[src/rtl/mdio_phy_responder.sv]
// Clause 22 MDIO target standing in for an external PHY: decodes mdc/mdio frames and serves a small register file.
// Define MDIO_PREAMBLE_SUPPRESS_EN to accept suppressed preambles after the first good frame addressed to this PHY.
module mdio_phy_responder #(
  parameter logic [4:0]  PHY_ADDR    = 5'd1,
  parameter int          NUM_REGS    = 8,
  parameter logic [15:0] PHY_ID1     = 16'h0141,
  parameter logic [15:0] PHY_ID2     = 16'h0CC2,
  parameter int          SYNC_STAGES = 2
) (
  input  logic        clk_clk,
  input  logic        reset_reset,
  input  logic        mdio_mdc,
  input  logic        mdio_mdio_in,
  output logic        mdio_mdio_out,
  output logic        mdio_mdio_oen,
  output logic        reg_wr_valid,
  output logic [4:0]  reg_wr_addr,
  output logic [15:0] reg_wr_data,
  output logic        frame_err
);

  localparam logic [2:0] S_PREAMBLE = 3'd0, S_ST = 3'd1, S_OP = 3'd2, S_PHYAD = 3'd3,
                         S_REGAD = 3'd4, S_TA = 3'd5, S_DATA = 3'd6, S_SKIP = 3'd7;

  logic [SYNC_STAGES-1:0] mdc_sync, mdio_sync;
  logic        mdc_prev, mdc_s, bit_in, rise, fall, st_ok, write_commit;
  logic [2:0]  state;
  logic [5:0]  pre_cnt;
  logic [4:0]  bit_cnt;
  logic        is_read, op_first, addr_match;
  logic [3:0]  phyad_sh;
  logic [4:0]  regad_sh, phyad_next, regad_next;
  logic [15:0] shift_reg, rd_word, wr_word;
  logic [15:0] regs [NUM_REGS];

  always_ff @(posedge clk_clk or posedge reset_reset) begin
    if (reset_reset) begin
      mdc_sync  <= '0;
      mdio_sync <= '0;
      mdc_prev  <= 1'b0;
    end else begin
      mdc_sync  <= {mdc_sync[SYNC_STAGES-2:0], mdio_mdc};
      mdio_sync <= {mdio_sync[SYNC_STAGES-2:0], mdio_mdio_in};
      mdc_prev  <= mdc_s;
    end
  end

  assign mdc_s      = mdc_sync[SYNC_STAGES-1];
  assign bit_in     = mdio_sync[SYNC_STAGES-1];
  assign rise       = mdc_s & ~mdc_prev;
  assign fall       = ~mdc_s & mdc_prev;
  assign phyad_next = {phyad_sh, bit_in};
  assign regad_next = {regad_sh[3:0], bit_in};
  assign wr_word    = {shift_reg[14:0], bit_in};
  assign write_commit = rise && (state == S_DATA) && !is_read && (bit_cnt == 5'd15);

`ifdef MDIO_PREAMBLE_SUPPRESS_EN
  logic supp_ok, frame_done;
  assign frame_done = write_commit || (fall && (state == S_DATA) && is_read && (bit_cnt == 5'd16));
  always_ff @(posedge clk_clk or posedge reset_reset) begin
    if (reset_reset)     supp_ok <= 1'b0;
    else if (frame_done) supp_ok <= 1'b1;
  end
  assign st_ok = (pre_cnt == 6'd32) || (supp_ok && (pre_cnt != 6'd0));
`else
  assign st_ok = (pre_cnt == 6'd32);
`endif

  // Read data is selected from the REGAD value completed by the current bit.
  always_comb begin
    rd_word = 16'h0000;
    for (int i = 0; i < NUM_REGS; i++)
      if (regad_next == 5'(i)) rd_word = regs[i];
    if (regad_next == 5'd2) rd_word = PHY_ID1;
    if (regad_next == 5'd3) rd_word = PHY_ID2;
  end

  always_ff @(posedge clk_clk or posedge reset_reset) begin
    if (reset_reset) begin
      for (int i = 0; i < NUM_REGS; i++) regs[i] <= 16'h0000;
    end else if (write_commit) begin
      for (int i = 0; i < NUM_REGS; i++)
        if ((regad_sh == 5'(i)) && (i != 2) && (i != 3)) regs[i] <= wr_word;
    end
  end

  always_ff @(posedge clk_clk or posedge reset_reset) begin
    if (reset_reset) begin
      state         <= S_PREAMBLE;
      pre_cnt       <= 6'd0;
      bit_cnt       <= 5'd0;
      is_read       <= 1'b0;
      op_first      <= 1'b0;
      addr_match    <= 1'b0;
      phyad_sh      <= 4'd0;
      regad_sh      <= 5'd0;
      shift_reg     <= 16'h0000;
      mdio_mdio_out <= 1'b1;
      mdio_mdio_oen <= 1'b1;
      reg_wr_valid  <= 1'b0;
      reg_wr_addr   <= 5'd0;
      reg_wr_data   <= 16'h0000;
      frame_err     <= 1'b0;
    end else begin
      reg_wr_valid <= 1'b0;
      frame_err    <= 1'b0;
      if (rise) begin
        case (state)
          S_PREAMBLE:
            if (bit_in) begin
              if (pre_cnt != 6'd32) pre_cnt <= pre_cnt + 6'd1;
            end else if (st_ok) begin
              state   <= S_ST;
              pre_cnt <= 6'd0;
            end else begin
              pre_cnt <= 6'd0;
            end
          S_ST:
            if (bit_in) begin
              state   <= S_OP;
              bit_cnt <= 5'd0;
            end else begin
              frame_err <= 1'b1;
              state     <= S_PREAMBLE;
              pre_cnt   <= 6'd0;
            end
          S_OP:
            if (bit_cnt == 5'd0) begin
              op_first <= bit_in;
              bit_cnt  <= 5'd1;
            end else if (op_first != bit_in) begin
              is_read <= op_first;
              state   <= S_PHYAD;
              bit_cnt <= 5'd0;
            end else begin
              frame_err <= 1'b1;
              state     <= S_PREAMBLE;
              pre_cnt   <= 6'd0;
              bit_cnt   <= 5'd0;
            end
          S_PHYAD: begin
            phyad_sh <= phyad_next[3:0];
            if (bit_cnt == 5'd4) begin
              addr_match <= (phyad_next == PHY_ADDR);
              state      <= S_REGAD;
              bit_cnt    <= 5'd0;
            end else bit_cnt <= bit_cnt + 5'd1;
          end
          S_REGAD: begin
            regad_sh <= regad_next;
            if (bit_cnt == 5'd4) begin
              bit_cnt <= 5'd0;
              if (is_read) shift_reg <= rd_word;
              state <= addr_match ? S_TA : S_SKIP;
            end else bit_cnt <= bit_cnt + 5'd1;
          end
          S_TA:
            if (bit_cnt == 5'd1) begin
              state   <= S_DATA;
              bit_cnt <= 5'd0;
            end else bit_cnt <= bit_cnt + 5'd1;
          S_DATA:
            if (is_read) begin
              if (bit_cnt != 5'd16) bit_cnt <= bit_cnt + 5'd1;
            end else begin
              shift_reg <= wr_word;
              if (bit_cnt == 5'd15) begin
                reg_wr_valid <= 1'b1;
                reg_wr_addr  <= regad_sh;
                reg_wr_data  <= wr_word;
                state        <= S_PREAMBLE;
                pre_cnt      <= 6'd0;
                bit_cnt      <= 5'd0;
              end else bit_cnt <= bit_cnt + 5'd1;
            end
          default:
            if (bit_cnt == 5'd17) begin
              state   <= S_PREAMBLE;
              pre_cnt <= 6'd0;
              bit_cnt <= 5'd0;
            end else bit_cnt <= bit_cnt + 5'd1;
        endcase
      end else if (fall) begin
        // The master samples on rising mdc, so read data is launched on falling mdc.
        if ((state == S_TA) && is_read && (bit_cnt == 5'd1)) begin
          mdio_mdio_oen <= 1'b0;
          mdio_mdio_out <= 1'b0;
        end else if ((state == S_DATA) && is_read) begin
          if (bit_cnt == 5'd16) begin
            mdio_mdio_oen <= 1'b1;
            mdio_mdio_out <= 1'b1;
            state         <= S_PREAMBLE;
            pre_cnt       <= 6'd0;
            bit_cnt       <= 5'd0;
          end else begin
            mdio_mdio_out <= shift_reg[15];
            shift_reg     <= {shift_reg[14:0], 1'b0};
          end
        end
      end
    end
  end

endmodule

[config.mk]
export PLATFORM = sky130hd
export DESIGN_NAME = mdio_phy_responder
export DESIGN_NICKNAME = d
export VERILOG_FILES = /design/src/rtl/mdio_phy_responder.sv
export SDC_FILE = /design/constraint.sdc
export NUM_CORES = 1
export LEC_CHECK = 0
export CORE_MARGIN = 10
export CORE_UTILIZATION = 62
export DETAILED_ROUTE_END_ITERATION = 16
export PLACE_DENSITY = 0.81
export SYNTH_ARGS = -nofsm -noshare
export SYNTH_HDL_FRONTEND = slang
export SYNTH_SLANG_ARGS = --single-unit
[constraint.sdc]
create_clock -name clk_clk -period 15.01 [get_ports clk_clk]
set_clock_uncertainty 0.15 [all_clocks]
set_input_delay 1.501 -clock clk_clk [delete_from_list [all_inputs] [get_ports clk_clk]]
set_output_delay 1.501 -clock clk_clk [all_outputs]
set_load 0.01 [all_outputs]
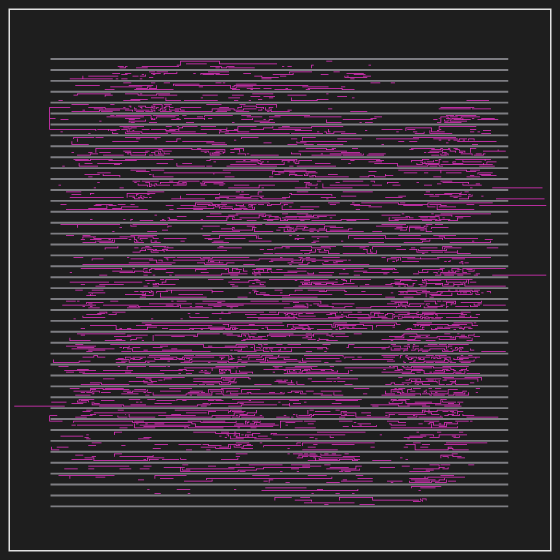
layer_met1.png
Supply wires on this layer in gray.
wire length on this layer: 7580 um
main direction: horizontal
share of all routed wire: 39%
longest straight run: 35.0 um
total vias in the final route: 5935
met1 Track Usage GR: 0.2614
wire length reported by the detailed router: 19.33 mm

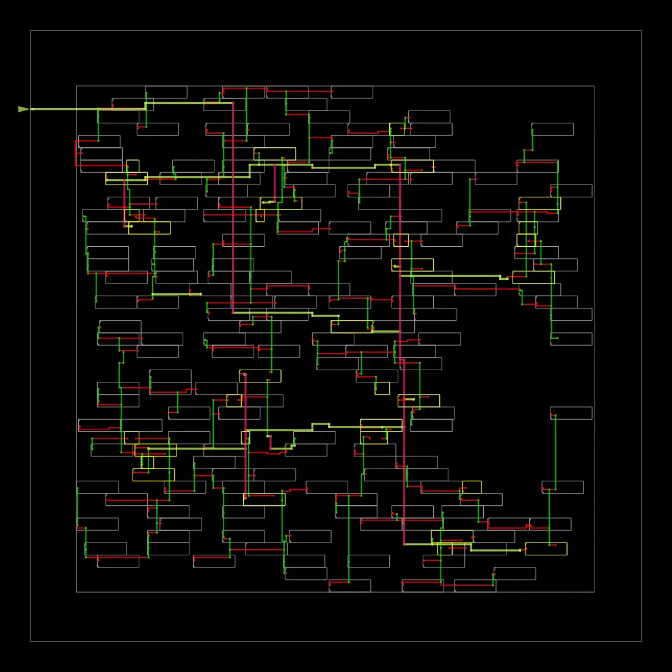
clocks.png
flip-flops: 168
clock insertion delay at the later pin of the skew report: 0.44 ns
TritonCTS Buffers: 17

==> flow_results.xml <==
<?xml version="1.0" encoding="UTF-8"?>
<metrics>
  <group name="yosys">
    <metric name="synthesized_area_per_cell" unit="um2">11.60</metric>
    <metric name="primary_flip_flop_cell_chosen_by_synthesis_mapping" unit="">sky130_fd_sc_hd__dfrtp_1</metric>
    <metric name="postSynthRegisterBits" unit="">168</metric>
    <metric name="fp_nets" unit="">715</metric>
  </group>
  <group name="die">
    <metric name="n_tap_cell" unit="">172</metric>
    <metric name="core" unit="mm2">0.01272</metric>
    <metric name="chipWidth" unit="um">134.6</metric>
  </group>
  <group name="layout">
    <metric name="nFillCells" unit="">888</metric>
    <metric name="buffers_excl_clock" unit="">36</metric>
    <metric name="insertedDiodeCount" unit="">0</metric>
    <metric name="finish.instance_area" unit="mm2">0.009087</metric>
    <metric name="dominant_cells" unit="">registers</metric>
  </group>
  <group name="grt">
    <metric name="grt_max_degree" unit="">86</metric>
    <metric name="grt-ovfl-total" unit="">0</metric>
    <metric name="grt_pass1_wl" unit="mm">31.86</metric>
    <metric name="grtUsageTotal" unit="">0.2205</metric>
  </group>
  <group name="clock_tree">
    <metric name="cts_tree" unit="">yes</metric>
    <metric name="ctsResizeCount" unit="">0</metric>
    <metric name="cts_hold_buffers" unit="">0</metric>
    <metric name="clk_transition_reported_paths" unit="ns">0.07</metric>
  </group>
  <group name="drt">
    <metric name="wl_met2" unit="mm">9.879</metric>
    <metric name="wl_met3" unit="mm">1.279</metric>
    <metric name="routedLengthMet1" unit="mm">7.584</metric>
    <metric name="drt_first_pass_iters" unit="">7</metric>
  </group>
  <group name="worst_setup_path">
    <metric name="rr_startpoint" unit="">bit_cnt[0]</metric>
    <metric name="startpoint_type" unit="">register</metric>
    <metric name="critical_path.top_delay_family" unit="">simple AND/OR/NAND/NOR gates</metric>
    <metric name="launch_point_of_the_worst_path" unit="">bit_cnt[0]</metric>
    <metric name="path_class" unit="">reg -&gt; reg</metric>
  </group>
  <group name="power">
    <metric name="seq-power" unit="W">0.000454</metric>
    <metric name="power_frac_seq" unit="">0.508</metric>
    <metric name="largestPowerGroup" unit="">registers</metric>
    <metric name="cellInternalPower" unit="W">0.0006764</metric>
  </group>
  <group name="final_timing">
    <metric name="finalWorstSetupSlack" unit="ns">10.82</metric>
    <metric name="timing.max_slew.rel_slack" unit="">0.1406</metric>
    <metric name="finalSetupTns" unit="ns">0</metric>
    <metric name="grt_setup_unrepaired" unit="">no</metric>
    <metric name="max_freq" unit="GHz">0.2388</metric>
    <metric name="final-setup-viol-count" unit="">0</metric>
    <metric name="fin_crit_sh" unit="">0.2789</metric>
  </group>
  <group name="hold_path">
    <metric name="hold_path.startpoint" unit="">mdio_sync[0]</metric>
  </group>
  <group name="flow_run">
    <metric name="tool_warnings" unit="">31</metric>
  </group>
  <group name="status">
    <metric name="outcome" unit="">finished, final reports clean</metric>
  </group>
  <group name="placed_design">
    <metric name="placedCellCount" unit="">861</metric>
  </group>
</metrics>
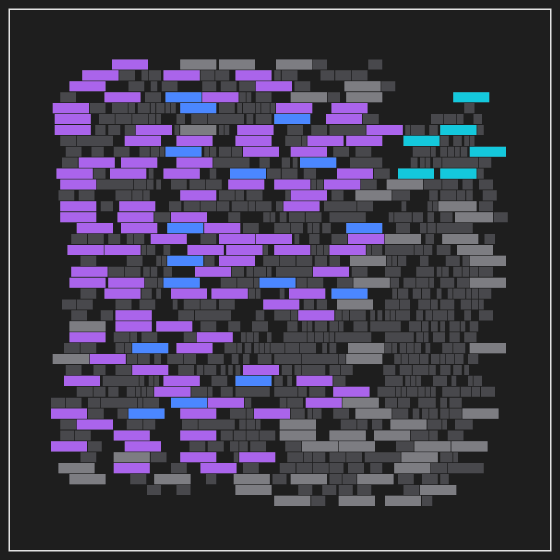
flops_by_reg.png
Other sequential cells in the stronger gray, the rest of the logic in the fainter gray.
| name in the netlist | color | sequential cells |
|---|---|---|
| regs | purple | 96 |
| shift_reg | blue | 16 |
| pre_cnt | cyan | 6 |
not colored: 50
utilization after layout: 0.7143
combined flip-flop and latch cell area: 0.004207 mm2
sequential share of cell area: 0.4629

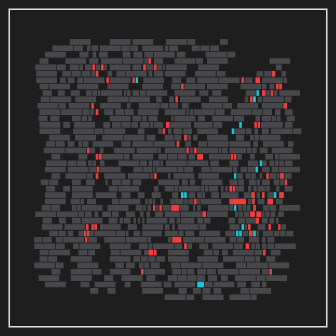
logic_types.png
| family | color | cells |
|---|---|---|
| inv cells | cyan | 17 |
| nand cells | red | 76 |
combinational fraction of the cell area: 0.4066
most numerous logic cell after layout: sky130_fd_sc_hd__dfrtp_1
number of standard cells in the layout, taps in and fillers out: 893

-- synth_stat cells, drive strengths merged, types with 6 or more instances --
| master | number |
|---|---|
| nand2 | 56 |
| a31oi | 14 |
| nor4 | 7 |
| nor2 | 34 |
| a31o | 6 |
| nor2b | 6 |
| a22oi | 10 |
| a22o | 16 |
| nand3 | 11 |
| a21oi | 28 |
| nor3 | 9 |
| inv | 17 |
| ha | 9 |
| mux2 | 126 |
| clkbuf | 26 |
| nor3b | 6 |
| dfrtp | 166 |
| buf | 23 |
| o21ai | 33 |
| a221oi | 8 |
-- layout by cell type (no fill, tap or decap), drive strengths merged, types with 7 or more instances in the layout --
master,netlist,routed
dfrtp,166,166
mux2,126,126
nand2,56,56
nor2,34,34
o21ai,33,33
a21oi,28,28
clkdlybuf4s50,0,28
inv,17,25
clkbuf,26,17
a22o,16,16
a31oi,14,14
nand3,11,11
a22oi,10,10
ha,9,9
nor3,9,9
a221oi,8,8
buf,23,8
nor4,7,7
-- path summary, 6_finish.rpt --
path                                 to  depth (start not counted)
hold / removal             mdio_sync[1]                          0
hold reg to reg            mdio_sync[1]                          0
min in group asynchronous  mdio_sync[0]                          2
setup reg to reg              regs[113]                          9
setup / recovery              regs[113]                          9
max in group asynchronous      regs[37]                          3
-- layer usage --
layer | GRT usage | vias to the layer above
met5 | 0 | -
met3 | 0.05045 | 57
met1 | 0.2614 | 3002
met2 | 0.3680 | 277
met4 | 0.1119 | 0
li1 | - | 2599
-- logic make-up after synthesis --
family                     synth area share
adders and majority gates           0.01383
AOI/OAI and AO/OA                    0.1313
DFF                                  0.5164
xor gates and xnor gates           0.001075
buffers and inverters               0.03441
and+or+nand+nor                      0.1171
muxes                                0.1859
No activity file was given, so power comes from the tool's default toggle rates.
